## config.mk

```make
export PLATFORM = sky130hd
export DESIGN_NAME = note_sequencer
export DESIGN_NICKNAME = d
export VERILOG_FILES = /design/src/rtl/synth_pkg.sv /design/src/rtl/seq_step_timer.sv /design/src/rtl/note_sequencer.sv
export SDC_FILE = /design/constraint.sdc
export NUM_CORES = 1
export LEC_CHECK = 0
export ABC_AREA = 1
export CAP_MARGIN = 5
export CORE_ASPECT_RATIO = 1.1
export CORE_MARGIN = 1.5
export CORE_UTILIZATION = 50
export CTS_BUF_LIST = sky130_fd_sc_hd__clkbuf_8 sky130_fd_sc_hd__clkbuf_16
export CTS_CLUSTER_DIAMETER = 30
export DETAILED_ROUTE_END_ITERATION = 16
export GPL_ROUTABILITY_DRIVEN = 0
export PLACE_DENSITY_LB_ADDON = 0.3
export SYNTH_ARGS = -nofsm -noshare
export SYNTH_HDL_FRONTEND = slang
export SYNTH_SLANG_ARGS = --single-unit
```

## constraint.sdc

```tcl
create_clock -name clk -period 3.95 [get_ports clk]
set_input_delay 0.5925 -clock clk [delete_from_list [all_inputs] [get_ports clk]]
set_output_delay 0.5925 -clock clk [all_outputs]
set_load 0.01 [all_outputs]
```

## src/rtl/synth_pkg.sv

```systemverilog
// Shared sequencer defaults and state encoding.
// Imported by note_sequencer and seq_step_timer.
package synth_pkg;

  localparam int FREQ_W_DEF = 32;
  localparam int NSTEPS_DEF = 8;

  typedef enum logic [1:0] {
    ST_IDLE,
    ST_REC,
    ST_PLAY_ON,
    ST_PLAY_GAP
  } seq_state_t;

endpackage

```

## src/rtl/seq_step_timer.sv

```systemverilog
// Step tick counter with end-of-step and gate-gap strobes.
// Swing timing enabled by NOTE_SEQUENCER_SWING_EN.
module seq_step_timer
  import synth_pkg::*;
#(
  parameter int LEN_W     = 16,
  parameter int GAP_TICKS = 4
) (
  input  logic             clk,
  input  logic             rst,
  input  logic             i_en,
  input  logic             i_tick,
  input  logic             i_odd,
  input  logic [LEN_W-1:0] i_step_len,
  output logic             o_step_end,
  output logic             o_gap_start
);

  localparam logic [LEN_W:0] GAP  = (LEN_W+1)'(GAP_TICKS);
  localparam logic [LEN_W:0] LMAX = {1'b0, {LEN_W{1'b1}}};

  logic [LEN_W-1:0] r_cnt;
  logic [LEN_W:0]   w_base;
  logic [LEN_W:0]   w_len;
  logic [LEN_W:0]   w_cnt1;

  assign w_base = (i_step_len == '0) ? (LEN_W+1)'(1)
                                     : {1'b0, i_step_len};

`ifdef NOTE_SEQUENCER_SWING_EN
  logic [LEN_W:0] w_q;
  logic [LEN_W:0] w_sum;
  logic [LEN_W:0] w_long;
  logic [LEN_W:0] w_short;

  // base >= 1 and q <= base/4, so the short step never drops below 1
  assign w_q     = w_base >> 2;
  assign w_sum   = w_base + w_q;
  assign w_long  = (w_sum > LMAX) ? LMAX : w_sum;
  assign w_short = w_base - w_q;
  assign w_len   = i_odd ? w_long : w_short;
`else
  logic w_unused;

  assign w_unused = i_odd;
  assign w_len    = w_base;
`endif

  assign w_cnt1 = {1'b0, r_cnt} + (LEN_W+1)'(1);

  // cnt >= len-1 written as cnt+1 >= len to avoid underflow
  assign o_step_end = i_en && i_tick && (w_cnt1 >= w_len);

  assign o_gap_start = i_en && i_tick && !o_step_end &&
                       (w_len > GAP) &&
                       (w_cnt1 >= (w_len - GAP));

  always_ff @(posedge clk) begin
    if (rst || !i_en) begin
      r_cnt <= '0;
    end else if (i_tick) begin
      r_cnt <= o_step_end ? '0 : w_cnt1[LEN_W-1:0];
    end
  end

endmodule

```

## src/rtl/note_sequencer.sv

```systemverilog
// Step sequencer: keypad passthrough, pattern record, pattern play.
// Optional swing timing: define NOTE_SEQUENCER_SWING_EN.
module note_sequencer
  import synth_pkg::*;
#(
  parameter int NSTEPS    = NSTEPS_DEF,
  parameter int FREQ_W    = FREQ_W_DEF,
  parameter int LEN_W     = 16,
  parameter int GAP_TICKS = 4,
  localparam int IW = (NSTEPS > 1) ? $clog2(NSTEPS) : 1
) (
  input  logic              clk,
  input  logic              rst,
  input  logic              tick,
  input  logic [FREQ_W-1:0] key_freq,
  input  logic              run,
  input  logic              rec,
  input  logic [LEN_W-1:0]  step_len,
  output logic [FREQ_W-1:0] freq,
  output logic              gate,
  output logic [IW-1:0]     step_idx
);

  seq_state_t r_state;
  seq_state_t w_nxt_state;

  logic [FREQ_W-1:0] r_pat [NSTEPS];
  logic [FREQ_W-1:0] r_freq;
  logic [FREQ_W-1:0] w_nxt_freq;
  logic [FREQ_W-1:0] w_pat0;
  logic [FREQ_W-1:0] w_pat_nx;
  logic [IW-1:0]     r_idx;
  logic [IW-1:0]     w_nxt_idx;
  logic [IW-1:0]     w_idx_inc;
  logic              r_gate;
  logic              w_nxt_gate;
  logic              r_key_nz;
  logic              w_key_nz;
  logic              w_we;
  logic              w_play;
  logic              w_stay;
  logic              w_step_end;
  logic              w_gap_start;

  assign w_key_nz  = (key_freq != '0);
  assign w_idx_inc = r_idx + IW'(1);
  assign w_pat0    = r_pat[0];
  assign w_pat_nx  = r_pat[w_idx_inc];
  assign w_play    = (r_state == ST_PLAY_ON) ||
                     (r_state == ST_PLAY_GAP);
  // counter only runs while play continues; mode changes drop the tick
  assign w_stay    = w_play && run && !rec;

  seq_step_timer #(
    .LEN_W     (LEN_W),
    .GAP_TICKS (GAP_TICKS)
  ) u_timer (
    .clk         (clk),
    .rst         (rst),
    .i_en        (w_stay),
    .i_tick      (tick),
    .i_odd       (r_idx[0]),
    .i_step_len  (step_len),
    .o_step_end  (w_step_end),
    .o_gap_start (w_gap_start)
  );

  always_comb begin
    w_nxt_state = r_state;
    w_nxt_idx   = r_idx;
    w_nxt_freq  = r_freq;
    w_nxt_gate  = r_gate;
    w_we        = 1'b0;
    if (rec) begin
      w_nxt_state = ST_REC;
      w_nxt_freq  = key_freq;
      w_nxt_gate  = w_key_nz;
      if (r_state == ST_REC && w_key_nz && !r_key_nz) begin
        w_we      = 1'b1;
        w_nxt_idx = w_idx_inc;
      end
    end else begin
      unique case (r_state)
        ST_IDLE, ST_REC: begin
          w_nxt_idx = '0;
          if (run) begin
            w_nxt_state = ST_PLAY_ON;
            w_nxt_freq  = w_pat0;
            w_nxt_gate  = (w_pat0 != '0);
          end else begin
            w_nxt_state = ST_IDLE;
            w_nxt_freq  = key_freq;
            w_nxt_gate  = w_key_nz;
          end
        end
        ST_PLAY_ON, ST_PLAY_GAP: begin
          if (!run) begin
            w_nxt_state = ST_IDLE;
            w_nxt_idx   = '0;
            w_nxt_freq  = key_freq;
            w_nxt_gate  = w_key_nz;
          end else if (w_step_end) begin
            w_nxt_state = ST_PLAY_ON;
            w_nxt_idx   = w_idx_inc;
            w_nxt_freq  = w_pat_nx;
            w_nxt_gate  = (w_pat_nx != '0);
          end else if (r_state == ST_PLAY_ON &&
                       w_gap_start) begin
            w_nxt_state = ST_PLAY_GAP;
            w_nxt_gate  = 1'b0;
          end
        end
        default: w_nxt_state = ST_IDLE;
      endcase
    end
  end

  always_ff @(posedge clk) begin
    if (rst) begin
      r_state  <= ST_IDLE;
      r_freq   <= '0;
      r_gate   <= 1'b0;
      r_idx    <= '0;
      r_key_nz <= 1'b0;
      for (int i = 0; i < NSTEPS; i++) begin
        r_pat[i] <= '0;
      end
    end else begin
      r_state  <= w_nxt_state;
      r_freq   <= w_nxt_freq;
      r_gate   <= w_nxt_gate;
      r_idx    <= w_nxt_idx;
      r_key_nz <= w_key_nz;
      if (w_we) begin
        r_pat[r_idx] <= key_freq;
      end
    end
  end

  assign freq     = r_freq;
  assign gate     = r_gate;
  assign step_idx = r_idx;

endmodule

```

==> images/placed.png <==
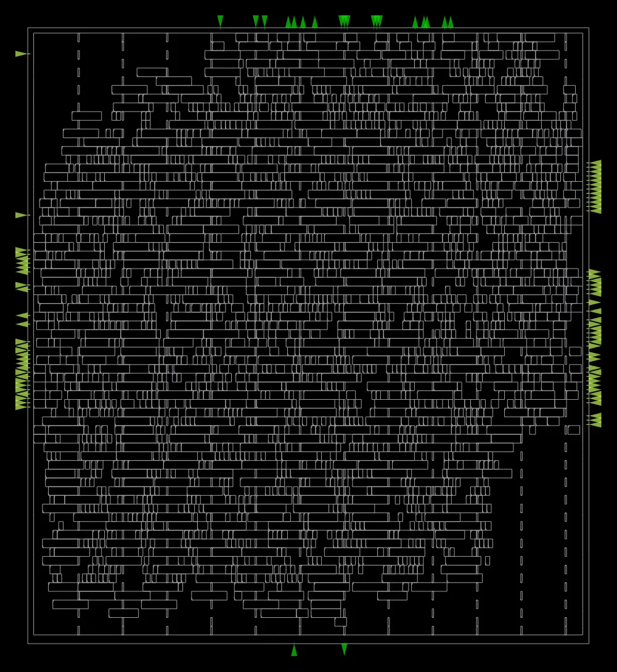
number of standard-cell rows in the floorplan: 69
final non-filler cell total: 2565
end-of-flow core utilization: 0.617
Fillers: 2744
count of flip-flops and latches: 311

==> images/route_heat.png <==
The die is cut into 35 by 38 equal tiles; dark blue is low, red is high, scaled to the fullest tile. Values are wire area over tile area, all layers added.
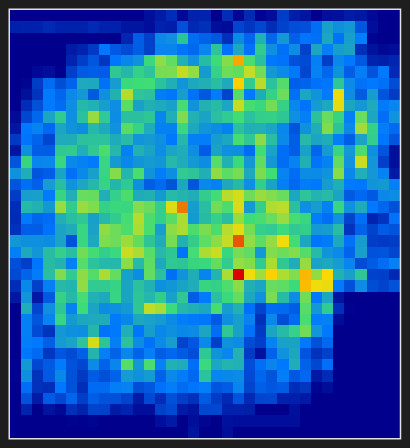
The fullest tile reaches 0.86. The densest ninth of the die: middle. The emptiest ninth of the die: bottom right. 15% of the tiles are nearly empty.
via total after detailed routing: 14000
overall routed net length: 47.5 mm
global routing usage summed across all routing layers: 0.286
wire length per cell: 18.5 um

==> run summary <==
The implementation run finished. The run finished with clean final reports. Clock tree synthesis found a total of 311 sinks. The floorplan step defined a die boundary enclosing 33600 um^2. Clock tree synthesis inserted a total of 61 buffers. Total grt overflow landed at 0. The first global-routing pass estimated 73.8 mm of wire. Largest incremental delay on the critical path landed at 390 ps. Quantity of gates resized following cts landed at 0.

Dividing total power by cell area gives a power density of 491 nW/um^2. In the final layout, the share of cells above drive strength 1 is 0.0921. Area occupied by multi-input gates landed at 6070 um^2. The sequential cells in the finished layout cover a total of 8790 um^2.

Number of hold buffers added after cts landed at 0. Post-synthesis cell count landed at 1975. Average cell area after synthesis landed at 8.23 um^2. After synthesis, the netlist uses 33 different library cells. Headroom to the max-slew limit came out at 0.354. Number of global-route vias before repair landed at 13900. Per the run summary, max-cap violations total 0.

Timing analysis after detailed placement gives a worst setup slack of 203 ps. For this run, the register share of the synthesized area comes to 0.541. Looking at the reg2reg group, the worst path ends at step_idx[2].

In this run the static leakage power is 0.00869 uW. Final setup violation count landed at 0. The pin closest to its max-slew limit shows a slew of 968 ps. For this run, design rule violations remaining after detail routing come to 0. VDD sags by at most 0.403 mV. After the first detailed-routing iteration, the DRC count stood at 1521. The timing report gives the clock slew at the launch and capture registers of the worst setup and hold paths as 50 ps. I/O pin total landed at 89. Clock tree synthesis selected as its root buffer the cell clkbuf_16. As reported, the later end of the worst-skew pair has a clock insertion delay of 610 ps.

In the finished design, the share of the clock period the worst path needs comes to 0.896. Cell area reported after detailed placement landed at 17800 um^2. Post-synthesis sequential element count landed at 311. By startpoint and endpoint, the worst setup path is classified as flip-flop to flip-flop. Entering global routing, the biggest net connects 147 pins. Total of warnings raised by yosys landed at 0. Summing every instance area after synthesis gives 16300 um^2. Per the synthesis report, the dominant area consumer among library cells is edfxtp_1.

Summed over all failing endpoints, the final setup total negative slack is 0 ps. The worst hold path terminates at u_timer.r_cnt[1]. Half-perimeter wire length after placement landed at 29.6 mm. The floorplan step records an initial core utilization of 0.506. The floorplan step set the die width to 175 um.

STA classifies the critical path endpoint as a flip-flop. As logged by OpenROAD, the buffers inserted on ports number 88. Number of antenna violations at the first check in global routing landed at 0.

By area the synthesized netlist is led by edfxtp_1 47%, nand2_1 11%, nor2_1 8.4%. Total cell area reported by yosys after synthesis landed at 16300 um^2. The final antenna diode tally reported by the flow is 0. Net count entering floorplan landed at 2064. Total design power landed at 9710 uW. Number of nets in the finished design landed at 2175. In this run the worst path has a maximum fanout of 6. Looking at the clock tree report, the H-tree level count equals 2. The area fraction of the largest cell type after synthesis is 0.473.

Data required time of the worst path landed at 4450 ps. Total tool warning count landed at 31. Setup repair after global routing left no endpoint under its margin. Worst slack on hold paths landed at 493 ps. For this run, the detailed router reports a per-instance via density of 5.46. In the Yosys report the total cell count is 1975. Number of hold violations in the final report landed at 0. In this run the worst hold path is classified as flip-flop to flip-flop.

Core area landed at 32100 um^2. TritonCTS built the clock tree. Hold-critical path depth landed at 2. Minimum setup slack among reg-to-reg paths landed at 410 ps. STA classifies the critical path startpoint as a flip-flop. The vertical die dimension reported for this design is 192 um. The startpoint identified for the worst hold timing path is u_timer.r_cnt[1]. The smallest clock period supported by the final layout is computed as 3540 ps.
==> images/sizing.png <==
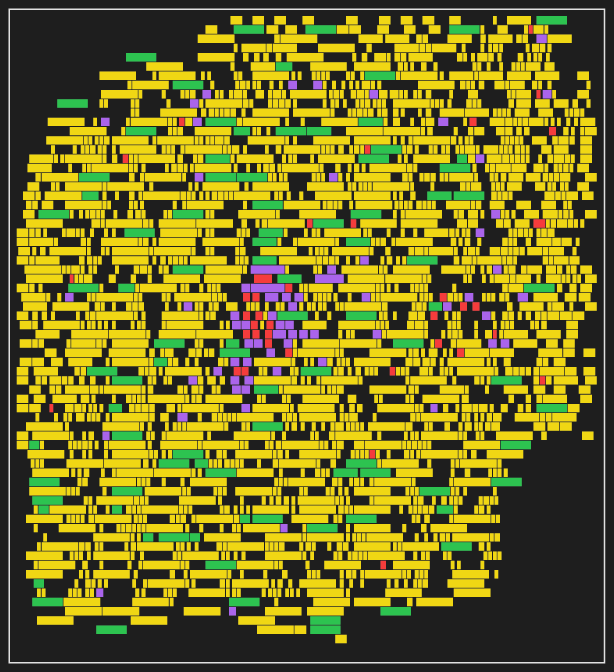
Key: x3 and x4 = purple [cells 67, share 3.1%]; x6 and larger = green [cells 92, share 4.3%]; x2 = red [cells 38, share 1.8%]; x1 and smaller = yellow [cells 1942, share 91%]
number of non-clock buffers: 147
setup ws final: 412 ps
finished layout cell area: 19800 um^2
synthesis-to-finish area growth: 21.9%

worst max path at each step:
stage                         to  depth (start not counted)             start  slack, ps
6_report             step_idx[2]                         18  u_timer.r_cnt[0]        410
3_5_place_dp         step_idx[1]                         22       step_len[2]        200
4_1_cts                 freq[12]                         21  u_timer.r_cnt[0]        270
5_1_grt                 freq[13]                         21  u_timer.r_cnt[0]         40
3_3_place_gp            freq[12]                         21       step_len[2]        340
2_1_floorplan  u_timer.r_cnt[10]                         22  u_timer.r_cnt[0]       1120
per-stage QoR:
step	util	instances
2_1_floorplan	-	1975
3_3_place_gp	0.554	2449
3_5_place_dp	0.554	2449
4_1_cts	0.616	2565
5_1_grt	0.617	2565
6_report	0.617	2565
placed cells by master (no fill, tap or decap), types with 9 or more instances in the layout:
master	netlist	layout
xor2_1	19	19
edfxtp_1	256	256
clkbuf_16	0	63
o21ai_0	49	49
dfxtp_1	55	54
clkinv_2	0	9
nand3_1	187	187
a21oi_1	62	62
nand4_1	20	20
nand2_2	9	15
buf_4	6	50
nand2_1	484	478
inv_1	247	256
clkdlybuf4s50_1	0	88
clkinv_1	7	11
nor4_1	11	11
o211ai_1	26	26
nor2_1	364	361
ha_1	36	35
sequential cells by signal, indices dropped and copies added (netlist names):
signal and flops:
r_pat 256, freq 32, u_timer.r_cnt 16, step_idx 3, r_state 2, gate 1, r_key_nz 1
worst min-delay path, stage by stage (launching register included):
cell,delay (ps)
dfxtp_1,320
nand2_1,60
a21oi_1,60
layout make-up:
| class | instances | area share |
|---|---|---|
| timing repair buffer | 147 | 0.0721 |
| clock buffer | 68 | 0.0831 |
| sequential | 311 | 0.444 |
| multi-input combinational | 1305 | 0.307 |
| tap | 426 | 0.0269 |
| clock inverter | 48 | 0.0178 |
| inverter | 260 | 0.0493 |
cell families after synthesis:
| family | Yosys count | share of synthesized area |
|---|---|---|
| fa+ha+maj | 36 | 0.0277 |
| simple gates | 1090 | 0.275 |
| flops | 311 | 0.541 |
| compound gates | 152 | 0.0527 |
| xor+xnor | 27 | 0.0155 |
| buf+inv | 359 | 0.0886 |
synth_stat cells:
library cell	number
buf_4	6
nand4_1	20
inv_2	6
clkbuf_1	34
edfxtp_1	256
nor3_1	8
inv_1	247
nand2_1	484
xnor2_2	1
nor4_1	11
buf_1	3
xnor2_1	6
xor2_2	1
o22ai_1	5
o21ai_0	49
o211ai_1	26
ha_1	36
o32ai_1	2
o21bai_1	1
dfxtp_1	55
a21o_1	1
nand3_1	187
clkinv_1	7
and3_1	1
a22oi_1	5
buf_2	56
a21oi_1	62
o21ai_1	1
nand2_2	9
xor2_1	19
nor2_1	364
nor2_2	4
nor2_4	2
where the power goes:
part | internal (uW) | switching (uW) | leakage, uW
Clock | 3040 | 1840 | 0.00103
Combinational | 368 | 745 | 0.00456
Sequential | 3670 | 47.2 | 0.00310
routing by layer:
layer	GRT usage	vias up	wire, um
met5	0	-	0
met4	0.138	0	1850
met3	0.0525	139	4460
met2	0.488	723	23000
met1	0.352	6513	18200
li1	-	6625	-
Power and IR drop assume default switching activity.
